### Floorplan with the power grid

Drawn at 1.5 px/um. Pins as bars on the die edge. Tap cells in gray.
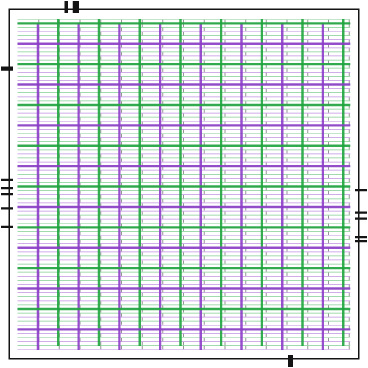
### Signal wires on met3

Drawn at 1 px/um. Cells faint in the background.
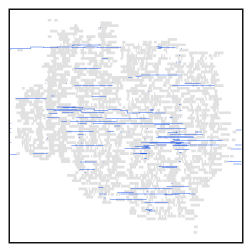
### M2 wires

Drawn at 1 px/um.
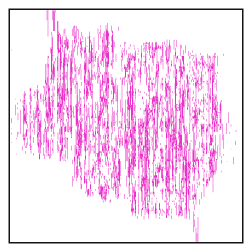
[config.mk]
export PLATFORM = sky130hd
export DESIGN_NAME = rsa_systolic_mm
export DESIGN_NICKNAME = d
export VERILOG_FILES = /design/src/rtl/rsa_systolic_mm.sv
export SDC_FILE = /design/constraint.sdc
export NUM_CORES = 1
export LEC_CHECK = 0
export CORE_MARGIN = 5
export CORE_UTILIZATION = 35
export DETAILED_ROUTE_END_ITERATION = 8
export PLACE_DENSITY = 0.6
export SLEW_MARGIN = 25
export SYNTH_ARGS = -nofsm -noshare
export SYNTH_HDL_FRONTEND = slang
export SYNTH_SLANG_ARGS = --single-unit
[constraint.sdc]
create_clock -name clk -period 5.9 [get_ports clk]
set_input_delay 1.475 -clock clk [delete_from_list [all_inputs] [get_ports clk]]
set_output_delay 1.475 -clock clk [all_outputs]
set_load 0.01 [all_outputs]
[src/rtl/rsa_systolic_mm.sv]
// rsa_systolic_mm: output-stationary systolic matrix multiplier, C = A x B.
// A (X x N) arrives row-major on Xin, B (N x Y) column-major on Yin. After a
// SA_start pulse the X x Y PE grid runs N skewed MACs per PE, then the X*Y
// results are shifted out row-major on out_data, one per cycle.
module rsa_systolic_mm #(
    parameter int X          = 3,
    parameter int N          = 4,
    parameter int Y          = 3,
    parameter int IN_LEN     = 4,
    parameter int OUT_LEN    = 8,
    parameter int ADDR_WIDTH = 2
) (
    input  logic              clk,
    input  logic              sys_rst_n,
    input  logic              SA_start,
    input  logic              Xin_val,
    input  logic [IN_LEN:1]   Xin_data,
    input  logic              Yin_val,
    input  logic [IN_LEN:1]   Yin_data,
    output logic [OUT_LEN:1]  out_data
);

    localparam int ROW_W    = (X > 1) ? $clog2(X) : 1;
    localparam int COL_W    = (Y > 1) ? $clog2(Y) : 1;
    localparam int CYC_W    = $clog2(N + X + Y + 1) + 1;
    localparam int LAST_CYC = N + X + Y - 1;

    localparam logic [IN_LEN-1:0]     IN_ZERO   = {IN_LEN{1'b0}};
    localparam logic [OUT_LEN-1:0]    OUT_ZERO  = {OUT_LEN{1'b0}};
    localparam logic [ADDR_WIDTH-1:0] ADDR_ZERO = {ADDR_WIDTH{1'b0}};
    localparam logic [ADDR_WIDTH-1:0] ADDR_ONE  = ADDR_WIDTH'(1'b1);
    localparam logic [ADDR_WIDTH-1:0] ADDR_LAST = ADDR_WIDTH'(N - 1);
    localparam logic [ROW_W-1:0]      ROW_ZERO  = {ROW_W{1'b0}};
    localparam logic [ROW_W-1:0]      ROW_ONE   = ROW_W'(1'b1);
    localparam logic [ROW_W-1:0]      ROW_LAST  = ROW_W'(X - 1);
    localparam logic [COL_W-1:0]      COL_ZERO  = {COL_W{1'b0}};
    localparam logic [COL_W-1:0]      COL_ONE   = COL_W'(1'b1);
    localparam logic [COL_W-1:0]      COL_LAST  = COL_W'(Y - 1);
    localparam logic [CYC_W-1:0]      CYC_ZERO  = {CYC_W{1'b0}};
    localparam logic [CYC_W-1:0]      CYC_ONE   = CYC_W'(1'b1);
    localparam logic [CYC_W-1:0]      CYC_LAST  = CYC_W'(LAST_CYC);

    typedef enum logic [1:0] {
        IDLE    = 2'd0,
        COMPUTE = 2'd1,
        OUTPUT  = 2'd2
    } state_t;

    // One MAC step: unsigned product, zero-extended, accumulated modulo 2^OUT_LEN.
    function automatic logic [OUT_LEN-1:0] mac_step(input logic [OUT_LEN-1:0] acc,
                                                    input logic [IN_LEN-1:0]  a,
                                                    input logic [IN_LEN-1:0]  b);
        logic [2*IN_LEN-1:0] prod;
        prod = a * b;
        return acc + OUT_LEN'(prod);
    endfunction

    state_t                  state_r, state_s;
    logic                    start_s, load_a_s, load_b_s;
    logic [ROW_W-1:0]        a_row_r;
    logic [ADDR_WIDTH-1:0]   a_addr_r;
    logic                    a_full_r;
    logic [COL_W-1:0]        b_col_r;
    logic [ADDR_WIDTH-1:0]   b_addr_r;
    logic                    b_full_r;
    logic [CYC_W-1:0]        cyc_r;
    logic [IN_LEN-1:0]       a_buf_r  [X][N];
    logic [IN_LEN-1:0]       b_buf_r  [Y][N];
    logic [IN_LEN-1:0]       a_feed_s [X];
    logic [IN_LEN-1:0]       b_feed_s [Y];
    logic [IN_LEN-1:0]       a_in_s   [X][Y];
    logic [IN_LEN-1:0]       b_in_s   [X][Y];
    logic [IN_LEN-1:0]       a_pipe_r [X][Y];
    logic [IN_LEN-1:0]       b_pipe_r [X][Y];
    logic [OUT_LEN-1:0]      acc_r    [X][Y];
    logic [ROW_W-1:0]        out_row_r;
    logic [COL_W-1:0]        out_col_r;
    logic                    out_done_r;
    logic [OUT_LEN-1:0]      out_data_r;

    // A start edge freezes the buffers, so loads are blocked on that edge.
    assign start_s  = (state_r == IDLE) && SA_start;
    assign load_a_s = (state_r == IDLE) && !SA_start && Xin_val && !a_full_r;
    assign load_b_s = (state_r == IDLE) && !SA_start && Yin_val && !b_full_r;
    assign out_data = out_data_r;

    // FSM state register.
    always_ff @(posedge clk or negedge sys_rst_n) begin
        if (!sys_rst_n) state_r <= IDLE;
        else            state_r <= state_s;
    end

    // FSM next state: IDLE -> COMPUTE -> OUTPUT -> IDLE.
    always_comb begin
        state_s = state_r;
        case (state_r)
            IDLE: begin
                if (SA_start) state_s = COMPUTE;
                else          state_s = IDLE;
            end
            COMPUTE: begin
                if (cyc_r == CYC_LAST) state_s = OUTPUT;
                else                   state_s = COMPUTE;
            end
            OUTPUT: begin
                if (out_done_r) state_s = IDLE;
                else            state_s = OUTPUT;
            end
            default: state_s = IDLE;
        endcase
    end

    // A write pointer: row-major, saturating, rewound whenever Xin_val drops in IDLE.
    always_ff @(posedge clk or negedge sys_rst_n) begin
        if (!sys_rst_n) begin
            a_row_r  <= ROW_ZERO;
            a_addr_r <= ADDR_ZERO;
            a_full_r <= 1'b0;
        end else if (state_r == IDLE && !Xin_val) begin
            a_row_r  <= ROW_ZERO;
            a_addr_r <= ADDR_ZERO;
            a_full_r <= 1'b0;
        end else if (load_a_s) begin
            if (a_addr_r == ADDR_LAST) begin
                a_addr_r <= ADDR_ZERO;
                if (a_row_r == ROW_LAST) a_full_r <= 1'b1;
                else                     a_row_r  <= a_row_r + ROW_ONE;
            end else begin
                a_addr_r <= a_addr_r + ADDR_ONE;
            end
        end
    end

    // B write pointer: column-major, saturating, rewound whenever Yin_val drops in IDLE.
    always_ff @(posedge clk or negedge sys_rst_n) begin
        if (!sys_rst_n) begin
            b_col_r  <= COL_ZERO;
            b_addr_r <= ADDR_ZERO;
            b_full_r <= 1'b0;
        end else if (state_r == IDLE && !Yin_val) begin
            b_col_r  <= COL_ZERO;
            b_addr_r <= ADDR_ZERO;
            b_full_r <= 1'b0;
        end else if (load_b_s) begin
            if (b_addr_r == ADDR_LAST) begin
                b_addr_r <= ADDR_ZERO;
                if (b_col_r == COL_LAST) b_full_r <= 1'b1;
                else                     b_col_r  <= b_col_r + COL_ONE;
            end else begin
                b_addr_r <= b_addr_r + ADDR_ONE;
            end
        end
    end

    // Compute cycle counter; holds the index c of the upcoming edge during COMPUTE.
    always_ff @(posedge clk or negedge sys_rst_n) begin
        if (!sys_rst_n)                cyc_r <= CYC_ZERO;
        else if (start_s)              cyc_r <= CYC_ONE;
        else if (state_r == COMPUTE)   cyc_r <= cyc_r + CYC_ONE;
        else                           cyc_r <= CYC_ZERO;
    end

    for (genvar gi = 0; gi < X; gi++) begin : g_a_row
        localparam logic [CYC_W-1:0] A_FIRST = CYC_W'(gi + 1);
        localparam logic [CYC_W-1:0] A_END   = CYC_W'(gi + 1 + N);

        for (genvar gk = 0; gk < N; gk++) begin : g_a_word
            // A buffer entry (row gi, address gk).
            always_ff @(posedge clk or negedge sys_rst_n) begin
                if (!sys_rst_n)
                    a_buf_r[gi][gk] <= IN_ZERO;
                else if (load_a_s && a_row_r == ROW_W'(gi) && a_addr_r == ADDR_WIDTH'(gk))
                    a_buf_r[gi][gk] <= Xin_data;
            end
        end

        // Left-edge feed for row gi, skewed gi cycles late; bubbles carry zero.
        always_comb begin
            a_feed_s[gi] = IN_ZERO;
            if (state_r == COMPUTE && cyc_r >= A_FIRST && cyc_r < A_END)
                a_feed_s[gi] = a_buf_r[gi][ADDR_WIDTH'(cyc_r - A_FIRST)];
            else
                a_feed_s[gi] = IN_ZERO;
        end
    end

    for (genvar gj = 0; gj < Y; gj++) begin : g_b_col
        localparam logic [CYC_W-1:0] B_FIRST = CYC_W'(gj + 1);
        localparam logic [CYC_W-1:0] B_END   = CYC_W'(gj + 1 + N);

        for (genvar gk = 0; gk < N; gk++) begin : g_b_word
            // B buffer entry (column gj, address gk).
            always_ff @(posedge clk or negedge sys_rst_n) begin
                if (!sys_rst_n)
                    b_buf_r[gj][gk] <= IN_ZERO;
                else if (load_b_s && b_col_r == COL_W'(gj) && b_addr_r == ADDR_WIDTH'(gk))
                    b_buf_r[gj][gk] <= Yin_data;
            end
        end

        // Top-edge feed for column gj, skewed gj cycles late; bubbles carry zero.
        always_comb begin
            b_feed_s[gj] = IN_ZERO;
            if (state_r == COMPUTE && cyc_r >= B_FIRST && cyc_r < B_END)
                b_feed_s[gj] = b_buf_r[gj][ADDR_WIDTH'(cyc_r - B_FIRST)];
            else
                b_feed_s[gj] = IN_ZERO;
        end
    end

    for (genvar gi = 0; gi < X; gi++) begin : g_pe_row
        for (genvar gj = 0; gj < Y; gj++) begin : g_pe_col
            if (gj == 0) begin : g_a_edge
                assign a_in_s[gi][gj] = a_feed_s[gi];
            end else begin : g_a_inner
                assign a_in_s[gi][gj] = a_pipe_r[gi][gj-1];
            end
            if (gi == 0) begin : g_b_edge
                assign b_in_s[gi][gj] = b_feed_s[gj];
            end else begin : g_b_inner
                assign b_in_s[gi][gj] = b_pipe_r[gi-1][gj];
            end

            // PE(gi,gj): pass A right and B down, accumulate their product in place.
            always_ff @(posedge clk or negedge sys_rst_n) begin
                if (!sys_rst_n) begin
                    a_pipe_r[gi][gj] <= IN_ZERO;
                    b_pipe_r[gi][gj] <= IN_ZERO;
                    acc_r[gi][gj]    <= OUT_ZERO;
                end else if (start_s) begin
                    a_pipe_r[gi][gj] <= IN_ZERO;
                    b_pipe_r[gi][gj] <= IN_ZERO;
                    acc_r[gi][gj]    <= OUT_ZERO;
                end else if (state_r == COMPUTE) begin
                    a_pipe_r[gi][gj] <= a_in_s[gi][gj];
                    b_pipe_r[gi][gj] <= b_in_s[gi][gj];
                    acc_r[gi][gj]    <= mac_step(acc_r[gi][gj], a_in_s[gi][gj], b_in_s[gi][gj]);
                end
            end
        end
    end

    // Result serialiser: one accumulator per cycle in row-major order, then zero.
    always_ff @(posedge clk or negedge sys_rst_n) begin
        if (!sys_rst_n) begin
            out_data_r <= OUT_ZERO;
            out_row_r  <= ROW_ZERO;
            out_col_r  <= COL_ZERO;
            out_done_r <= 1'b0;
        end else begin
            case (state_r)
                OUTPUT: begin
                    if (out_done_r) begin
                        out_data_r <= OUT_ZERO;
                        out_done_r <= 1'b0;
                    end else begin
                        out_data_r <= acc_r[out_row_r][out_col_r];
                        if (out_col_r == COL_LAST) begin
                            out_col_r <= COL_ZERO;
                            if (out_row_r == ROW_LAST) out_done_r <= 1'b1;
                            else                       out_row_r  <= out_row_r + ROW_ONE;
                        end else begin
                            out_col_r <= out_col_r + COL_ONE;
                        end
                    end
                end
                default: begin
                    out_data_r <= OUT_ZERO;
                    out_row_r  <= ROW_ZERO;
                    out_col_r  <= COL_ZERO;
                    out_done_r <= 1'b0;
                end
            endcase
        end
    end

endmodule

==> Slide: Implementation Results <==
Flow Results at a Glance

GRT
  • Grt ovf: 0
  • Vias in the first global route: 11731
  • Initial antenna violation count: 2
  • First-pass GRT wire length: 65400 um
  • Largest net degree at the start of global routing: 104

Run
  • Log Warnings: 40
  • Max cap viols: 0

Die
  • FP Util: 35.3%

Critical path
  • Buf/Inv on CP: 2
  • CP Data Arrival Time: 5760 ps
  • Crit end category: register
  • Kind of critical path: reg -> reg
  • Levels on crit path: 15
  • Critical path fanouts, max: 15
  • WP data required: 6340 ps
  • Reg2reg setup slack: 590 ps
  • R2R depth: 15
  • Crit path max-delay family: adder cells

Logic synthesis
  • Mapped Nets: 1831
  • Warning count from the yosys run: 0
  • Post-Syn Area: 17200 sq um
  • FF+latch count, synth: 246
  • Sequential fraction of the synthesis area: 35.7%
  • Gate Count Post-Synth: 1584
  • Syn_area_per_cell: 10.9 sq um

Timing
  • Slew Limit Headroom: 31.5%
  • Slew Viols, Final: 0
  • Fmax: 188 MHz
  • Final setup violation count: 0
  • Final hold violation count: 0
  • Least-Margin Pin Slew: 1030 ps
  • Setup TNS: 0 ps
  • Final worst path period share: 90.0%

Drt
  • TritonRoute pass-1 iters: 4
  • Post-route DRC: 0

Cells and area
  • Logic area: 9910 sq um
  • Final net count: 1841
  • Share of cells above drive strength 1: 14.1%
  • Fill cells: 4813

Run status
  • Status: finished clean

Power
  • PwrDens: 323 nW/um^2

Clock tree
  • Post-CTS Setup Inserts: 0
  • CTS Buffer Depth: 3
About 'Floorplan with the power grid':
| color | net |
|---|---|
| purple | VSS |
| green | VDD |
met4 straps: 16
met5 straps: 16
rows: 81
Die Ht: 232 um
maximum vdd drop: 0.333 mV
Die Span X: 232 um
CORE AREA: 48800 sq um

About 'Signal wires on met3':
nets with wire on the layer: 76
longest straight run: 89.7 um
share of all routed wire: 4.6%
wire length on this layer: 1840 um
main direction: horizontal
total routed wirelength: 39700 um
Vias: 11408
GR Util met3: 2.74%

About 'M2 wires':
longest straight run: 80.2 um
wire length on this layer: 18300 um
share of all routed wire: 46%
nets with wire on the layer: 1517
main direction: vertical
GR Util met2: 24.0%

==> synth_stat cells, types with 4 or more instances <==
library cell  instances  area (sq um)
nor3b_1               5          37.5
nand2b_1              8          50.1
fa_1                 81          1620
o21ai_0              50           250
nor2b_1               9          56.3
nand3_1              26           130
xor2_1               29           254
and2_1               89           557
xnor2_1              25           219
nor2_1               36           135
a22o_1               61           534
mux2i_1              16           160
clkbuf_1             42           158
buf_2                 6          30.0
a21o_1               18           135
and3_1               20           125
a221oi_1             10          87.6
a21oi_1              55           275
nand2_1             123           462
o21bai_1              7          52.6
o211ai_1              6          45.0
nor3_1               13          65.1
nand3_4              14           245
mux2_4               56           841
o31ai_1               4          30.0
dfrtp_1             246          6160
mux2_2               45           507
mux4_2               30           676
a32o_1                4          40.0
inv_1               245           920
ha_1                153          1910
==> logic make-up after synthesis <==
| group | count (synthesis) | share of synthesized area (%) |
|---|---|---|
| DFF | 246 | 35.7 |
| AOI/OAI and AO/OA | 241 | 9.79 |
| muxes | 147 | 12.7 |
| xor gates and xnor gates | 54 | 2.74 |
| adders and majority gates | 234 | 20.5 |
| buffers and inverters | 303 | 6.94 |
| and+or+nand+nor | 359 | 11.6 |
==> area by class of cell <==
cell class,count,share of cell area (%)
multi-input cells,1035,51.5
flip-flops and latches,246,32.0
inverters,247,4.82
well taps,664,4.32
clock buffers,32,3.94
repair buffers,34,1.85
clock inverters,24,1.58
==> sequential cells by signal, indices dropped and copies added, names as in the netlist, 5 cells and up <==
| name | count |
|---|---|
| a_in_s | 24 |
| acc_r | 72 |
| a_buf_r | 48 |
| b_buf_r | 48 |
| out_data | 8 |
| cyc_r | 5 |
| b_in_s | 24 |
==> report_power, final <==
group,switching (mW),internal (mW),total [mW]
combinational,1.16,0.769,1.93
clock,0.811,1.17,1.98
sequential,0.342,1.97,2.31
total,2.31,3.91,6.22
==> worst register-to-register path: stages (launching register included) <==
cell	delay, ps
dfrtp_1	600
a2111oi_0	580
o31ai_1	170
buf_4	200
nor2b_1	370
nand2_1	160
fa_1	520
fa_1	510
fa_1	510
inv_1	40
ha_1	310
nand2b_1	130
a21oi_1	90
a2111oi_1	620
mux2i_1	260
o211ai_1	100
==> metal layers <==
layer / global-route usage, % / up-vias / part of all wire, %
met5: 0 / - / 0.033
met4: 4.43 / 2 / 2.9
met3: 2.74 / 65 / 4.6
met2: 24.0 / 198 / 46
met1: 21.1 / 5754 / 46
li1: - / 5389 / -
==> metrics by stage <==
step / instance area [sq um] / setup WS (ps) / utilization [%] / power, mW
after global routing: 19200 / 267 / 39.4 / 6.61
final: 19200 / 589 / 39.4 / 6.22
after detailed placement: 18200 / 604 / 37.2 / 4.27
after floorplan: 17200 / 676 / - / 3.63
after CTS: 19200 / 558 / 39.3 / 6.28
after global placement: 18200 / 680 / 37.2 / 4.21
==> worst paths after layout <==
path,startpoint,to
worst max-delay path,cyc_r[1],acc_r[47]
worst min-delay path,acc_r[13],acc_r[13]
worst max register to register,cyc_r[1],acc_r[47]
worst min register to register,acc_r[13],acc_r[13]
max in group asynchronous,sys_rst_n,a_buf_r[30]
min in group asynchronous,sys_rst_n,b_full_r
Power is estimated from default activity; no workload was simulated.
